**src/rtl/pipe_control_unit.sv**
```systemverilog
// Pipelined LEGv8 control path: ID decode, ID/EX..MEM/WB control registers,
// flag register, load-use/branch/flag hazard stalls and EX-stage forwarding.
module pipe_control_unit #(
    parameter int REG_AW   = 5,
    parameter int ALUOP_W  = 3,
    parameter int LINK_REG = 30
) (
    input  logic               clk,
    input  logic               reset_n,
    input  logic [31:0]        instruction,
    input  logic               id_rt_zero,
    input  logic               ex_zero,
    input  logic               ex_neg,
    input  logic               ex_ovf,
    input  logic               ex_carry,
    output logic               id_reg2Loc,
    output logic [1:0]         id_brTaken,
    output logic               id_unCondBr,
    output logic               pc_hold,
    output logic               ifid_flush,
    output logic [1:0]         ex_aluSrc,
    output logic [ALUOP_W-1:0] ex_aluOp,
    output logic               mem_memWrite,
    output logic               wb_regWrite,
    output logic [1:0]         wb_memToReg,
    output logic [REG_AW-1:0]  wb_rd,
    output logic [1:0]         fwdA,
    output logic [1:0]         fwdB,
    output logic [3:0]         flags_q
);

    localparam logic [REG_AW-1:0]  XZR     = '1;
    localparam logic [REG_AW-1:0]  LINK_RD = REG_AW'(LINK_REG);
    localparam logic [ALUOP_W-1:0] OP_ADD  = ALUOP_W'(2);
    localparam logic [ALUOP_W-1:0] OP_SUB  = ALUOP_W'(3);
    localparam logic [4:0]         COND_LT = 5'h0B;

    localparam logic [1:0] SRC_REG   = 2'b00;
    localparam logic [1:0] SRC_DADDR = 2'b01;
    localparam logic [1:0] SRC_IMM12 = 2'b10;
    localparam logic [1:0] WB_ALU    = 2'b00;
    localparam logic [1:0] WB_MEM    = 2'b01;
    localparam logic [1:0] WB_PC4    = 2'b10;
    localparam logic [1:0] BR_NONE   = 2'b00;
    localparam logic [1:0] BR_OFFSET = 2'b01;
    localparam logic [1:0] BR_REG    = 2'b10;
    localparam logic [1:0] FWD_RF    = 2'b00;
    localparam logic [1:0] FWD_EXMEM = 2'b01;
    localparam logic [1:0] FWD_MEMWB = 2'b10;

    // src_a/src_b are the EX-stage operand registers for forwarding; unused
    // operands hold XZR so they can never match a forwarding destination.
    typedef struct packed {
        logic [1:0]         alu_src;
        logic [ALUOP_W-1:0] alu_op;
        logic               mem_write;
        logic               mem_read;
        logic               reg_write;
        logic [1:0]         mem_to_reg;
        logic [REG_AW-1:0]  rd;
        logic               flag_en;
        logic [REG_AW-1:0]  src_a;
        logic [REG_AW-1:0]  src_b;
    } idex_t;

    typedef struct packed {
        logic               mem_write;
        logic               mem_read;
        logic               reg_write;
        logic [1:0]         mem_to_reg;
        logic [REG_AW-1:0]  rd;
    } exmem_t;

    typedef struct packed {
        logic               reg_write;
        logic [1:0]         mem_to_reg;
        logic [REG_AW-1:0]  rd;
    } memwb_t;

    function automatic idex_t bubble_ctrl();
        idex_t b;
        b       = '0;
        b.src_a = XZR;
        b.src_b = XZR;
        return b;
    endfunction

    idex_t  idex_q,  idex_d;
    exmem_t exmem_q, exmem_d;
    memwb_t memwb_q, memwb_d;
    logic [3:0] flags_d;

    logic [REG_AW-1:0] f_rn, f_rm, f_rd;
    idex_t             dec;
    logic              dec_reg2loc;
    logic              dec_uncond;
    logic              is_b, is_blt, is_br, is_cbz;
    logic [REG_AW-1:0] hz_src_a, hz_src_b;
    logic [REG_AW-1:0] br_opnd;
    logic              load_use, br_stall, flag_stall, stall;
    logic              blt_taken;
    logic              unused_imm;

    assign f_rn       = instruction[9:5];
    assign f_rm       = instruction[20:16];
    assign f_rd       = instruction[4:0];
    assign unused_imm = ^instruction[15:10];

    // ------------------------------------------------------------------
    // ID decode
    // ------------------------------------------------------------------
    always_comb begin
        dec         = bubble_ctrl();
        dec_reg2loc = 1'b0;
        dec_uncond  = 1'b0;
        is_b        = 1'b0;
        is_blt      = 1'b0;
        is_br       = 1'b0;
        is_cbz      = 1'b0;
        hz_src_a    = XZR;
        hz_src_b    = XZR;
        casez (instruction[31:21])
            11'b1001000100?: begin
                dec.alu_src   = SRC_IMM12;
                dec.alu_op    = OP_ADD;
                dec.reg_write = 1'b1;
                dec.rd        = f_rd;
                dec.src_a     = f_rn;
                hz_src_a      = f_rn;
            end
            11'b10101011000, 11'b11101011000: begin
                dec_reg2loc   = 1'b1;
                dec.alu_src   = SRC_REG;
                dec.alu_op    = instruction[30] ? OP_SUB : OP_ADD;
                dec.reg_write = 1'b1;
                dec.rd        = f_rd;
                dec.flag_en   = 1'b1;
                dec.src_a     = f_rn;
                dec.src_b     = f_rm;
                hz_src_a      = f_rn;
                hz_src_b      = f_rm;
            end
            11'b000101?????: begin
                dec_uncond = 1'b1;
                is_b       = 1'b1;
            end
            11'b100101?????: begin
                dec_uncond     = 1'b1;
                is_b           = 1'b1;
                dec.reg_write  = 1'b1;
                dec.mem_to_reg = WB_PC4;
                dec.rd         = LINK_RD;
            end
            11'b01010100???: begin
                is_blt = (f_rd == COND_LT);
            end
            11'b11010110000: begin
                is_br    = 1'b1;
                hz_src_a = f_rn;
            end
            11'b10110100???: begin
                is_cbz   = 1'b1;
                hz_src_b = f_rd;
            end
            11'b11111000010: begin
                dec.alu_src    = SRC_DADDR;
                dec.alu_op     = OP_ADD;
                dec.mem_read   = 1'b1;
                dec.reg_write  = 1'b1;
                dec.mem_to_reg = WB_MEM;
                dec.rd         = f_rd;
                dec.src_a      = f_rn;
                hz_src_a       = f_rn;
            end
            11'b11111000000: begin
                dec.alu_src   = SRC_DADDR;
                dec.alu_op    = OP_ADD;
                dec.mem_write = 1'b1;
                dec.src_a     = f_rn;
                dec.src_b     = f_rd;
                hz_src_a      = f_rn;
                hz_src_b      = f_rd;
            end
            default: begin
                dec = bubble_ctrl();
            end
        endcase
    end

    // ------------------------------------------------------------------
    // Hazards and branch resolution
    // ------------------------------------------------------------------
    always_comb begin
        br_opnd = is_cbz ? f_rd : f_rn;

        load_use = idex_q.mem_read && (idex_q.rd != XZR) &&
                   ((idex_q.rd == hz_src_a) || (idex_q.rd == hz_src_b));

        // Branch operands are compared in ID, so a result still in EX, or a
        // load still in MEM, cannot be forwarded in time.
        br_stall = (is_cbz || is_br) &&
                   ((idex_q.reg_write && (idex_q.rd != XZR) && (idex_q.rd == br_opnd)) ||
                    (exmem_q.mem_read && (exmem_q.rd != XZR) && (exmem_q.rd == br_opnd)));

        flag_stall = is_blt && idex_q.flag_en;
        stall      = load_use || br_stall || flag_stall;

        blt_taken = is_blt && (flags_q[3] ^ flags_q[1]);

        id_brTaken = BR_NONE;
        if (!stall) begin
            if (is_br) begin
                id_brTaken = BR_REG;
            end else if (is_b || blt_taken || (is_cbz && id_rt_zero)) begin
                id_brTaken = BR_OFFSET;
            end
        end

        pc_hold     = stall;
        ifid_flush  = !stall && (id_brTaken != BR_NONE);
        id_reg2Loc  = dec_reg2loc;
        id_unCondBr = dec_uncond;
    end

    // ------------------------------------------------------------------
    // Pipeline register next-state
    // ------------------------------------------------------------------
    always_comb begin
        idex_d = stall ? bubble_ctrl() : dec;

        exmem_d            = '0;
        exmem_d.mem_write  = idex_q.mem_write;
        exmem_d.mem_read   = idex_q.mem_read;
        exmem_d.reg_write  = idex_q.reg_write;
        exmem_d.mem_to_reg = idex_q.mem_to_reg;
        exmem_d.rd         = idex_q.rd;

        memwb_d            = '0;
        memwb_d.reg_write  = exmem_q.reg_write;
        memwb_d.mem_to_reg = exmem_q.mem_to_reg;
        memwb_d.rd         = exmem_q.rd;

        flags_d = idex_q.flag_en ? {ex_neg, ex_zero, ex_ovf, ex_carry} : flags_q;
    end

    always_ff @(posedge clk or negedge reset_n) begin
        if (!reset_n) begin
            idex_q  <= bubble_ctrl();
            exmem_q <= '0;
            memwb_q <= '0;
            flags_q <= 4'b0000;
        end else begin
            idex_q  <= idex_d;
            exmem_q <= exmem_d;
            memwb_q <= memwb_d;
            flags_q <= flags_d;
        end
    end

    // ------------------------------------------------------------------
    // EX-stage forwarding, EX/MEM has priority over MEM/WB
    // ------------------------------------------------------------------
    always_comb begin
        fwdA = FWD_RF;
        if (exmem_q.reg_write && (exmem_q.rd != XZR) && (exmem_q.rd == idex_q.src_a)) begin
            fwdA = FWD_EXMEM;
        end else if (memwb_q.reg_write && (memwb_q.rd != XZR) && (memwb_q.rd == idex_q.src_a)) begin
            fwdA = FWD_MEMWB;
        end

        fwdB = FWD_RF;
        if (exmem_q.reg_write && (exmem_q.rd != XZR) && (exmem_q.rd == idex_q.src_b)) begin
            fwdB = FWD_EXMEM;
        end else if (memwb_q.reg_write && (memwb_q.rd != XZR) && (memwb_q.rd == idex_q.src_b)) begin
            fwdB = FWD_MEMWB;
        end
    end

    assign ex_aluSrc    = idex_q.alu_src;
    assign ex_aluOp     = idex_q.alu_op;
    assign mem_memWrite = exmem_q.mem_write;
    assign wb_regWrite  = memwb_q.reg_write;
    assign wb_memToReg  = memwb_q.mem_to_reg;
    assign wb_rd        = memwb_q.rd;

endmodule

```
**config.mk**
```make
export PLATFORM = sky130hd
export DESIGN_NAME = pipe_control_unit
export DESIGN_NICKNAME = d
export VERILOG_FILES = /design/src/rtl/pipe_control_unit.sv
export SDC_FILE = /design/constraint.sdc
export NUM_CORES = 1
export LEC_CHECK = 0
export CAP_MARGIN = 10
export CORE_ASPECT_RATIO = 0.9
export CORE_MARGIN = 1.5
export CORE_UTILIZATION = 49
export DETAILED_ROUTE_END_ITERATION = 16
export GPL_TIMING_DRIVEN = 0
export PLACE_DENSITY = 0.79
export SYNTH_ARGS = -nofsm -noshare
export SYNTH_HDL_FRONTEND = slang
export SYNTH_SLANG_ARGS = --single-unit
```
**constraint.sdc**
```tcl
create_clock -name clk -period 4.9 [get_ports clk]
set_input_delay 0.98 -clock clk [delete_from_list [all_inputs] [get_ports clk]]
set_output_delay 0.98 -clock clk [all_outputs]
set_load 0.01 [all_outputs]
```
==> results.yml, run 1 <==
# synthesis and place-and-route metrics
status:
  outcome: "finished clean"
synthesis:
  synthArstFlopShare_pct: 100
  area_leaders: "dfrtp_1 (31%), dfstp_2 (9.3%), xor2_1 (5.0%), xnor2_1 (3.4%), nand2_1 (3.2%)"
  top_cell: "dfrtp_1"
  mux_area_share_pct: 2.39
  synth-adder-area-share_pct: 0
  ys_seq_share_pct: 40.3
  edf_count: 0
power:
  pg_comb_uw: 81.5
  power_frac_clock_pct: 34.9
  p_leak_nw: 1.43
floorplan:
  floorplan.core_util_pct: 50.2
  die-area_sq_um: 6230
  tapCellCount: 70
  die_width_um: 83.1
final_timing:
  fmax_ghz: 0.208
  setup_ws_ns: 0.0925
  slew_headroom_pct: 35.6
cells_and_area:
  layout_top_cell: "clkdlybuf4s50_1"
  mi_logic_area_sq_um: 1600
  sh_comb_area_pct: 42.9
  num-nets-final: 401
  seq_area_share_pct: 30.6
  syn2layout_area_growth_pct: 31.5
routing:
  drc: 0
  route.met2.wl_um: 3890
  first_pass_iters: 5
  viasPerCell: 6.20
  drt-initial-drc-count: 219
critical_path:
  end_kind: "output port"
  path_delay_family: "simple AND/OR/NAND/NOR gates"
  cpPeakStageDelay_ns: 0.69
  critical_path_class: "in -> out"
clock_network:
  ctsHoldBuffers: 0
  cts-root-buf: "clkbuf_8"
  cts_made_buffers: 5
grt:
  overflow: 0
worst_hold_path:
  hp-start: "exmem_d[6]"
  min_delay_path_depth: 0
place:
  dp_cells: 420
==> run_1/sizes.png <==
Scale: 6 px per um.
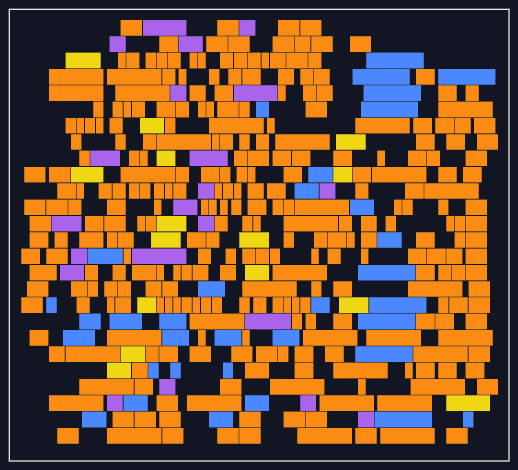
| size | colour | cells |
|---|---|---|
| _0 and _1 cells | orange | 293 |
| _3 and _4 cells | purple | 21 |
| _2 cells | blue | 34 |
| _6 and larger | yellow | 15 |

==> run_1/congestion.png <==
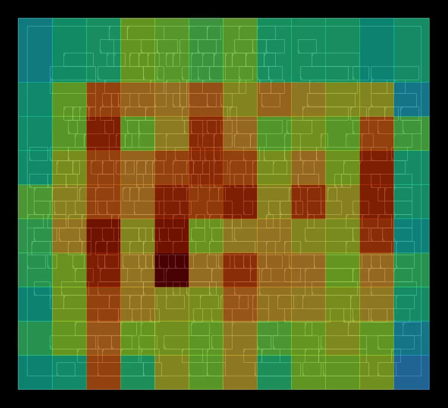
met1 usage in global routing: 35.3%
Routed WL per cell: 18.8 um
Top Usage Layer GRT: met2
Post-Route Utilization: 66.0%
met3 GRT Util: 3.40%

==> run_1/detail.png <==
Window x 29 to 54, y 25 to 50 um. Cells in grey, sequential cells in the stronger grey; small squares are vias.
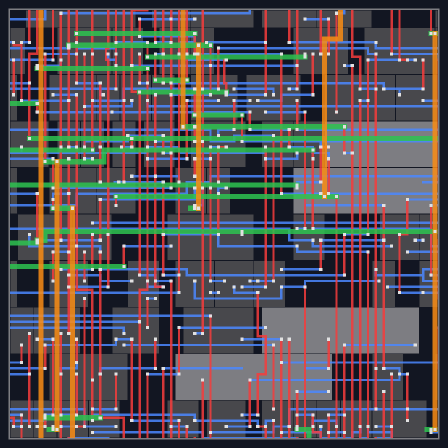
| layer | colour |
|---|---|
| metal 1 | blue |
| metal 3 | green |
| metal 4 | orange |
| metal 2 | red |
sequential cells in the window: 4
netlist names of flops here include: `exmem_q` (2)
most frequent: a21oi_1 (8), nand2_1 (5), nand3_1 (5)
cells with their middle in the window: 58

==> run 2, diff against run 1 <==
--- a/config.mk
+++ b/config.mk
@@ -8,10 +8,10 @@
 export CAP_MARGIN = 10
 export CORE_ASPECT_RATIO = 0.9
 export CORE_MARGIN = 1.5
-export CORE_UTILIZATION = 49
+export CORE_UTILIZATION = 45
 export DETAILED_ROUTE_END_ITERATION = 16
 export GPL_TIMING_DRIVEN = 0
-export PLACE_DENSITY = 0.79
+export PLACE_DENSITY = 0.76
 export SYNTH_ARGS = -nofsm -noshare
 export SYNTH_HDL_FRONTEND = slang
 export SYNTH_SLANG_ARGS = --single-unit
==> constraint.sdc (replaced) <==
create_clock -name clk -period 3.98 [get_ports clk]
set_input_delay 0.796 -clock clk [delete_from_list [all_inputs] [get_ports clk]]
set_output_delay 0.796 -clock clk [all_outputs]
set_load 0.01 [all_outputs]
==> run_2/congestion.png <==
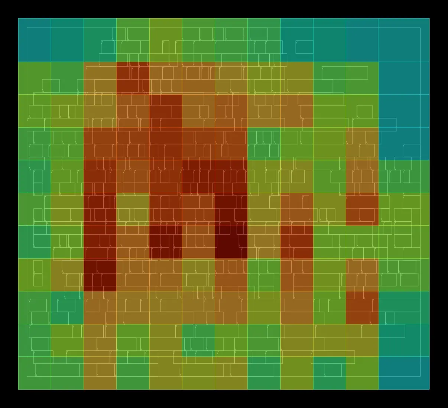
Post-Route Utilization: 64.5%
met2 usage: 43.3%
All-Layer GR Usage: 25.5%
met3 GRT Util: 5.89%
met1 usage in global routing: 32.4%

==> run 2 against run 1 <==
  * Power is 23% higher
  * Synthesized area stayed put
  * Via count rose by 4.4%
  * Cell area grew 5.5%
  * Critical endpoint is now ifid_flush
  * Flip-flop count did not move
  * Count of clock-buffer cells in the layout unchanged
  * Combinational power grew 33%
==> results.yml, run 2 <==
# synthesis and place-and-route metrics
final_timing:
  setup_ws_ns: 0.0166
  fin_worst_skew_ns: 0.00231
  fmax_ghz: 0.252
  slew_headroom_pct: 45.1
floorplan:
  floorplan.core_util_pct: 46.5
  tapCellCount: 72
  die_width_um: 86.5
  die_y_um: 78.2
  die-area_sq_um: 6770
routing:
  first_pass_iters: 5
  route.vias.total: 2803
  drc: 0
  viasPerCell: 6.26
  routedWlPerCell_um: 18.9
  drt-initial-drc-count: 212
  route.met2.wl_um: 4050
synthesis:
  top_cell: "dfrtp_1"
  synthArstFlopShare_pct: 100
  ys_seq_share_pct: 40.3
  simple_gate_area_share_pct: 20.6
  netlist_instances: 290
  netlist.top_cell.by_area: "dfrtp_1"
  ys_area_sq_um: 2830
  area_leaders: "dfrtp_1 (31%), dfstp_2 (9.3%), xor2_1 (5.0%), xnor2_1 (3.4%), nand2_1 (3.2%)"
  synth-adder-area-share_pct: 0
  edf_count: 0
  mux_area_share_pct: 2.39
  logic_family: "AND-OR/OR-AND gates"
cells_and_area:
  mi_logic_area_sq_um: 1690
  syn2layout_area_growth_pct: 38.7
  layout_top_cell: "clkdlybuf4s50_1"
  sh_comb_area_pct: 43.0
  regMostFlops: "idex_q"
  final_cell_count_no_fill: 448
  flops: 45
  seq_area_share_pct: 29.0
  num-nets-final: 414
clock_network:
  cts-root-buf: "clkbuf_8"
  ctsHoldBuffers: 0
  cts_made_buffers: 5
power:
  powerDensity_nw_per_um2: 221
  p_leak_nw: 1.55
  finalPower_uw: 866
  power_frac_clock_pct: 33.8
  pg_comb_uw: 108
worst_hold_path:
  min_delay_path_depth: 0
  hp-start: "exmem_d[9]"
critical_path:
  ff2ff_path_depth: 9
  critical_path_class: "in -> out"
  crit_path_cell_trace: "buf_8, or4b_4, or4_4, clkinv_8, nand2_4, and4_4, o22ai_4, nor2_4, buf_8, a211oi_2, buf_2"
  cp.depth: 11
  crit_buf_inv: 4
  end_kind: "output port"
  path_delay_family: "simple AND/OR/NAND/NOR gates"
  cpPeakStageDelay_ns: 0.59
place:
  dp_cells: 422
  portBuffers: 59
grt:
  overflow: 0
  top_usage_layer: "met2"
status:
  outcome: "finished clean"
Power is estimated from default activity; no workload was simulated.
